$ cat src/rtl/neuron_pkg.sv
// Shared types and helpers for the neuron evaluation controller.
package neuron_pkg;

  localparam int ACC_W = 21;

  typedef enum logic [2:0] {
    IDLE,
    CLR,
    ACC,
    BIAS,
    CAP,
    DONE
  } state_t;

  // Rectified linear unit on a two's-complement accumulator value.
  function automatic logic [ACC_W-1:0] relu(input logic [ACC_W-1:0] v);
    return v[ACC_W-1] ? '0 : v;
  endfunction

endpackage

$ cat src/rtl/neuron_step_counter.sv
// Counts multiply-accumulate steps; saturates at N-1 so it never wraps mid-evaluation.
module neuron_step_counter
  import neuron_pkg::*;
#(
  parameter  int N  = 2,
  localparam int CW = (N > 1) ? $clog2(N) : 1
) (
  input  logic          clk,
  input  logic          rst,
  input  logic          clear,
  input  logic          enable,
  output logic [CW-1:0] count,
  output logic          last
);

  logic [CW-1:0] count_q;
  logic [CW-1:0] count_d;

  assign count = count_q;
  assign last  = (count_q == CW'(N - 1));

  // Next count: clear wins, otherwise advance until the final step is reached.
  always_comb begin
    count_d = count_q;
    if (clear) begin
      count_d = '0;
    end else if (enable && !last) begin
      count_d = count_q + CW'(1);
    end
  end

  // Count register.
  always_ff @(posedge clk or posedge rst) begin
    if (rst) begin
      count_q <= '0;
    end else begin
      count_q <= count_d;
    end
  end

endmodule

$ cat src/rtl/neuron_controller.sv
// Sequences one neuron evaluation: clear, N MAC steps, bias, ReLU capture, valid/ack.
module neuron_controller #(
  parameter int N     = 2,
  parameter int ACC_W = 21
) (
  input  logic             clk,
  input  logic             rst,
  input  logic             start,
  input  logic [ACC_W-1:0] mac_result,
  input  logic             result_ack,
  output logic             init,
  output logic             ld_reg,
  output logic             inc,
  output logic             busy,
  output logic             result_valid,
  output logic [ACC_W-1:0] result
);
  import neuron_pkg::*;

  localparam int CW = (N > 1) ? $clog2(N) : 1;

  state_t           state_q;
  state_t           state_d;
  logic [ACC_W-1:0] result_q;
  logic [ACC_W-1:0] result_d;
  logic [ACC_W-1:0] relu_val;
  logic [CW-1:0]    step_cnt;
  logic             step_last;

  neuron_step_counter #(.N(N)) u_step_counter (
    .clk    (clk),
    .rst    (rst),
    .clear  (state_q == CLR),
    .enable (state_q == ACC),
    .count  (step_cnt),
    .last   (step_last)
  );

  // Shared ReLU helper is fixed-width; other widths use an equivalent local form.
  if (ACC_W == neuron_pkg::ACC_W) begin : g_relu_pkg
    assign relu_val = relu(mac_result);
  end else begin : g_relu_local
    assign relu_val = mac_result[ACC_W-1] ? '0 : mac_result;
  end

  // Moore strobes decoded from the registered state.
  assign init         = (state_q == CLR);
  assign ld_reg       = (state_q == ACC) || (state_q == BIAS);
  assign inc          = (state_q == ACC);
  assign busy         = (state_q != IDLE);
  assign result_valid = (state_q == DONE);
  assign result       = result_q;

  // Next-state and result-capture logic.
  always_comb begin
    state_d  = state_q;
    result_d = result_q;
    unique case (state_q)
      IDLE:    if (start) state_d = CLR;
      CLR:     state_d = ACC;
      ACC:     if (step_last) state_d = BIAS;
      BIAS:    state_d = CAP;
      CAP: begin
        result_d = relu_val;
        state_d  = DONE;
      end
      DONE:    if (result_ack) state_d = IDLE;
      default: state_d = IDLE;
    endcase
  end

  // State and held-result registers.
  always_ff @(posedge clk or posedge rst) begin
    if (rst) begin
      state_q  <= IDLE;
      result_q <= '0;
    end else begin
      state_q  <= state_d;
      result_q <= result_d;
    end
  end

  // The step count never runs past the final MAC step.
  always_ff @(posedge clk) begin
    if (!rst && state_q == ACC) begin
      assert (step_cnt <= CW'(N - 1));
    end
  end

endmodule

$ cat config.mk
export PLATFORM = sky130hd
export DESIGN_NAME = neuron_controller
export DESIGN_NICKNAME = d
export VERILOG_FILES = /design/src/rtl/neuron_pkg.sv /design/src/rtl/neuron_step_counter.sv /design/src/rtl/neuron_controller.sv
export SDC_FILE = /design/constraint.sdc
export NUM_CORES = 1
export LEC_CHECK = 0
export CORE_MARGIN = 5
export CORE_UTILIZATION = 46
export CTS_BUF_LIST = sky130_fd_sc_hd__clkbuf_4 sky130_fd_sc_hd__clkbuf_8
export DETAILED_ROUTE_END_ITERATION = 10
export PLACE_DENSITY = 0.95
export SLEW_MARGIN = 20
export SYNTH_ARGS = -nofsm -noshare
export SYNTH_HDL_FRONTEND = slang
export SYNTH_SLANG_ARGS = --single-unit
$ cat constraint.sdc
create_clock -name clk -period 2.3 [get_ports clk]
set_clock_uncertainty 0.05 [all_clocks]
set_input_delay 0.46 -clock clk [delete_from_list [all_inputs] [get_ports clk]]
set_output_delay 0.46 -clock clk [all_outputs]
set_load 0.005 [all_outputs]
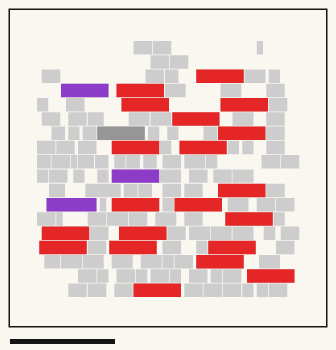
(run_1/flops_by_reg.png)
The bar under the picture is 20 µm long. Other sequential cells in the stronger gray, the rest of the logic in the fainter gray.
result -> red  # flops 20
state_q -> purple  # flops 3
not colored = 1
sequential share of cell area: 35.84%
Seq. pwr: 0.742 mW
FF/Latch Area: 601.8 µm²

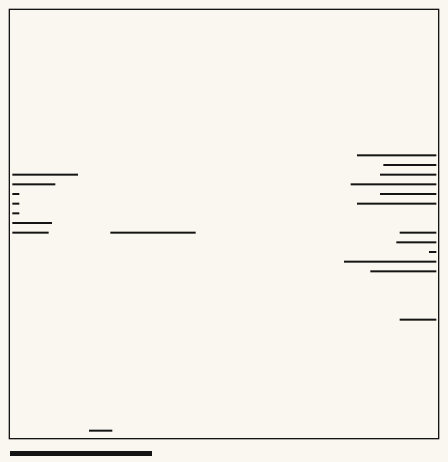
(run_1/layer_met3.png)
The bar under the picture is 20 µm long.
nets with wire on the layer = 20
share of all routed wire = 5.2%
wire length on this layer = 135 µm
main direction = horizontal
longest straight run = 12.7 µm
Vias: 828
Total Wirelength: 2.574 mm
met3 GRT Util: 2.592%

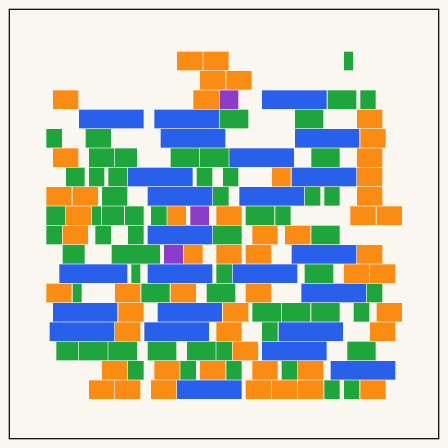
(run_1/placement_by_type.png)
combinational and other logic -> green  # cells 60, share of their area 31%
sequential cells -> blue  # cells 24, share of their area 37%
clock drivers -> purple  # cells 3, share of their area 1.4%
remaining buffers and delay cells -> orange  # cells 52, share of their area 31%
row cnt: 18
core area: 2455 µm²

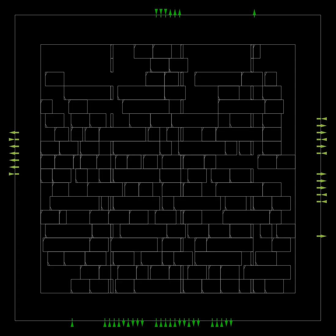
(run_1/placement.png)
Final Core Density: 68.40%
fin cells: 169
FFs & Latches: 24
number of fill cells in the layout: 182

==> changes_impl.md, run 1 <==
### Implementation results

- Worst hold path class: input port to asynchronous set/reset pin
- Synth unique cells: 23
- Routed Antenna Nets: 0
- Outcome: finished clean
- Vias in the first global route: 860
- Placed Cells: 166
- Most numerous logic cells after layout: 49 x clkdlybuf4s50_1, 23 x dfrtp_1, 21 x nor2b_1, 18 x mux2_2
- Placement Setup Slack: 0.3610 ns
- Largest register FFs: 20
- Max-slew violations: 0
- Crit end category: output pin
- Max power group: combinational cells
- Crit path kind: flip-flop to output pin
- Logic area: 500.5 µm²
- Worst-path cell chain: or3_1, clkdlybuf4s50_1
- Global route overflow: 0
- Yosys Warn Count: 0
- FP Core Util: 47.25%
- Async SR Flop Fraction: 100.0%
- Crit path required time: 1.79 ns
- Post-synthesis sequential area ratio: 51.78%
- Comb_multi_in: 59
- H-tree depth: 1
- Final net count: 166
- # clk buffers: 3
- DR top layer: met4
- Hold WS: 0.3271 ns
- Pleak: 0.7251 nW
- Reg-to-reg slack, setup: 0.69 ns
- Final Cycle Share: 95.06%
- XOR Share, Synth: 0.7551%
- CP Max Fanout: 11
- Multiplexer share: 20.28%
- Global Route Usage Sum: 15.90%
- Drt via density: 4.899
- Inserted Clock Buffers: 3
- Top class by area: registers
- Initial DRC count: 16
- Most numerous cell in the Yosys netlist: dfrtp_1
- Layout area overhead: 44.77%
- WL per Instance: 15.23 µm
- Most used logic cell in the final layout: clkdlybuf4s50_1
- Kind of start point of the critical path: flip-flop
- Critical path's top delay family: flip-flops
- Final hold vios: 0
- CTS Hold Bufs: 0
- Post-synth area from yosys stat: 1160 µm²
- Stages on worst setup path: 2
- I/O Pins: 51
- Post-Synth Adder-Cell Area: 0%
- Postcts setup bufs: 0
- Post-synth regs: 24
- Clock power share: 10.3%
- Top cells by count, synth: 24 x dfrtp_1, 21 x nor2b_1, 18 x mux2_2
- RSZ-0062 raised after global routing: no
- Achievable Freq: 457.4 MHz
- Met3 wire len: 134 µm
- Post-CTS sizing: 0
- Clk_lat worst skew: 0.30 ns
- Layout non-clock buf frac: 30.55%
==> run_1/cell_density.png <==
The die is cut into 6 by 6 equal tiles; white is low, dark blue is high, 0 to 100% covered.
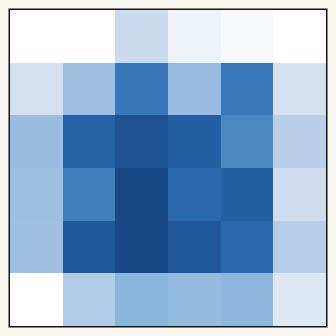

--- run 2 (diff from run 1) ---
--- a/config.mk
+++ b/config.mk
@@ -11,3 +11,3 @@
 export DETAILED_ROUTE_END_ITERATION = 10
-export PLACE_DENSITY = 0.95
+export PLACE_DENSITY = 0.85
 export SLEW_MARGIN = 20
==> constraint.sdc (replaced) <==
create_clock -name clk -period 2.3 [get_ports clk]
set_clock_uncertainty 0.05 [all_clocks]
set_input_delay 0.575 -clock clk [delete_from_list [all_inputs] [get_ports clk]]
set_output_delay 0.575 -clock clk [all_outputs]
set_load 0.005 [all_outputs]
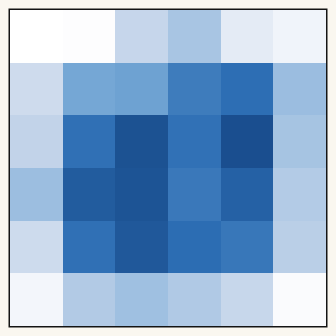
(run_2/cell_density.png)
The die is cut into 6 by 6 equal tiles; white is low, dark blue is high, 0 to 100% covered.
emptiest ninth of the die = north-west
mean over tiles = 46%
fullest tile = 88%
densest ninth of the die = center
tiles over 75% full = 19%
nearly empty tiles = 5.6%
Final Core Density: 69.52%
FP Core Util: 47.25%

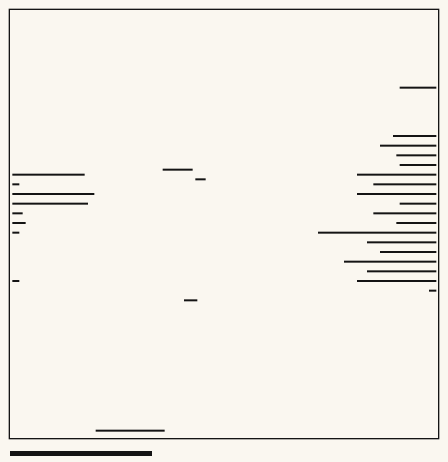
(run_2/layer_met3.png)
The bar under the picture is 20 µm long.
longest straight run = 16.3 µm
share of all routed wire = 7.7%
Total Wirelength: 2.547 mm
Vias: 854

==> run 2 against run 1 <==
- first-iteration DRC count is 81% higher
- largest cell class unchanged
- final cell count rose by 1.8%
- final area up 1.6%
- sequential power shrank 1%
- critical path type unchanged
- critical path depth stayed put
- utilization rose by 1.1 points
- setup slack gained 0.0030 ns
- combinational power is 5.2% higher
- flip-flop count is the same
- global-route usage decreased by 0.47 points
- synthesized cell count stayed put
- die size is the same
==> changes_impl.md, run 2 <==
### Implementation results

- WL per Instance: 14.81 µm (-2.8%)
- Crit path required time: 1.67 ns (-0.12 ns)
- I/O Pins: 51 (unchanged)
- CP Max Fanout: 11 (unchanged)
- Most used logic cell in the final layout: clkdlybuf4s50_1
- H-tree depth: 1 (unchanged)
- Seq. pwr: 0.734 mW (-1%)
- Reg-to-reg slack, setup: 0.74 ns (+0.05 ns)
- Worst hold path class: flip-flop to flip-flop
- Crit path kind: flip-flop to output pin
- Post-synth area from yosys stat: 1160 µm² (unchanged)
- Top cells by count, synth: 24 x dfrtp_1, 21 x nor2b_1, 18 x mux2_2
- Met3 GRT Util: 3.024% (+0.43 points)
- FFs & Latches: 24 (unchanged)
- Global Route Usage Sum: 15.43% (-0.47 points)
- Max power group: combinational cells
- FF/Latch Area: 604.3 µm² (+0.42%)
- Most numerous cell in the Yosys netlist: dfrtp_1
- Post-synth regs: 24 (unchanged)
- Initial DRC count: 29 (+13)
- Met3 wire len: 196 µm (+46%)
- Core area: 2455 µm² (unchanged)
- Power Internal: 1.245 mW
- Post-Synth Adder-Cell Area: 0% (unchanged)
- Logic area: 500.5 µm² (unchanged)
- Number of fill cells in the layout: 191 (+4.9%)
- Layout non-clock buf frac: 31.52% (+0.97 points)
- Slowest Stage Delay on Critical Path: 0.54 ns
- Final hold vios: 0 (unchanged)
- Fin cells: 172 (+1.8%)
- Inserted Clock Buffers: 3 (unchanged)
- Synth unique cells: 23 (unchanged)
- Achievable Freq: 458.0 MHz (+0.14%)
- Layout area overhead: 47.14%
- Crit end category: output pin
- Largest register FFs: 20 (unchanged)
- Multiplexer share: 20.28% (unchanged)
- Postcts setup bufs: 0 (unchanged)
- Global route overflow: 0 (unchanged)
- Critical path's top delay family: buffers and inverters
- Kind of start point of the critical path: flip-flop
- Most numerous logic cells after layout: 48 x clkdlybuf4s50_1, 21 x nor2b_1, 21 x dfrtp_1, 18 x mux2_2, 6 x buf_4
- Final Cycle Share: 94.92% (-0.13 points)
- Hold WS: 0.4606 ns (+0.1336 ns)
- Post-CTS sizing: 2 (+2)
- Comb_multi_in: 59 (unchanged)
- Final net count: 169 (+1.8%)
- Pleak: 0.7433 nW (+2.5%)
- Outcome: finished clean
- CP max-delay cell: clkdlybuf4s50_1
- Post-synthesis sequential area ratio: 51.78% (unchanged)
- DR top layer: met4
- Placement Setup Slack: 0.2954 ns (-0.06559 ns)
- Yosys Warn Count: 0 (unchanged)
- Top cells by area: dfrtp_1 52%, mux2_2 17%, nor2b_1 11%, buf_2 2.2%, buf_6 1.9%
- Logic power comb: 0.834 mW
- Placed Cells: 167 (+0.60%)
- Clk_lat worst skew: 0.30 ns (about the same)
- Stages on worst setup path: 2 (unchanged)
- Max-slew violations: 0 (unchanged)
- Drt via density: 4.965 (+1.3%)
- Top class by area: registers
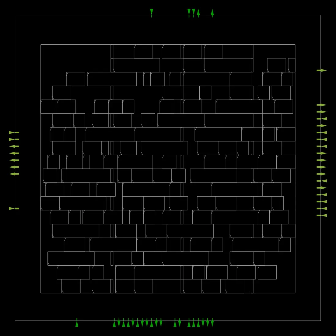
(run_2/placement.png)
sequential share of cell area: 35.41%
Tap Cells: 30

Power and IR drop assume default switching activity.
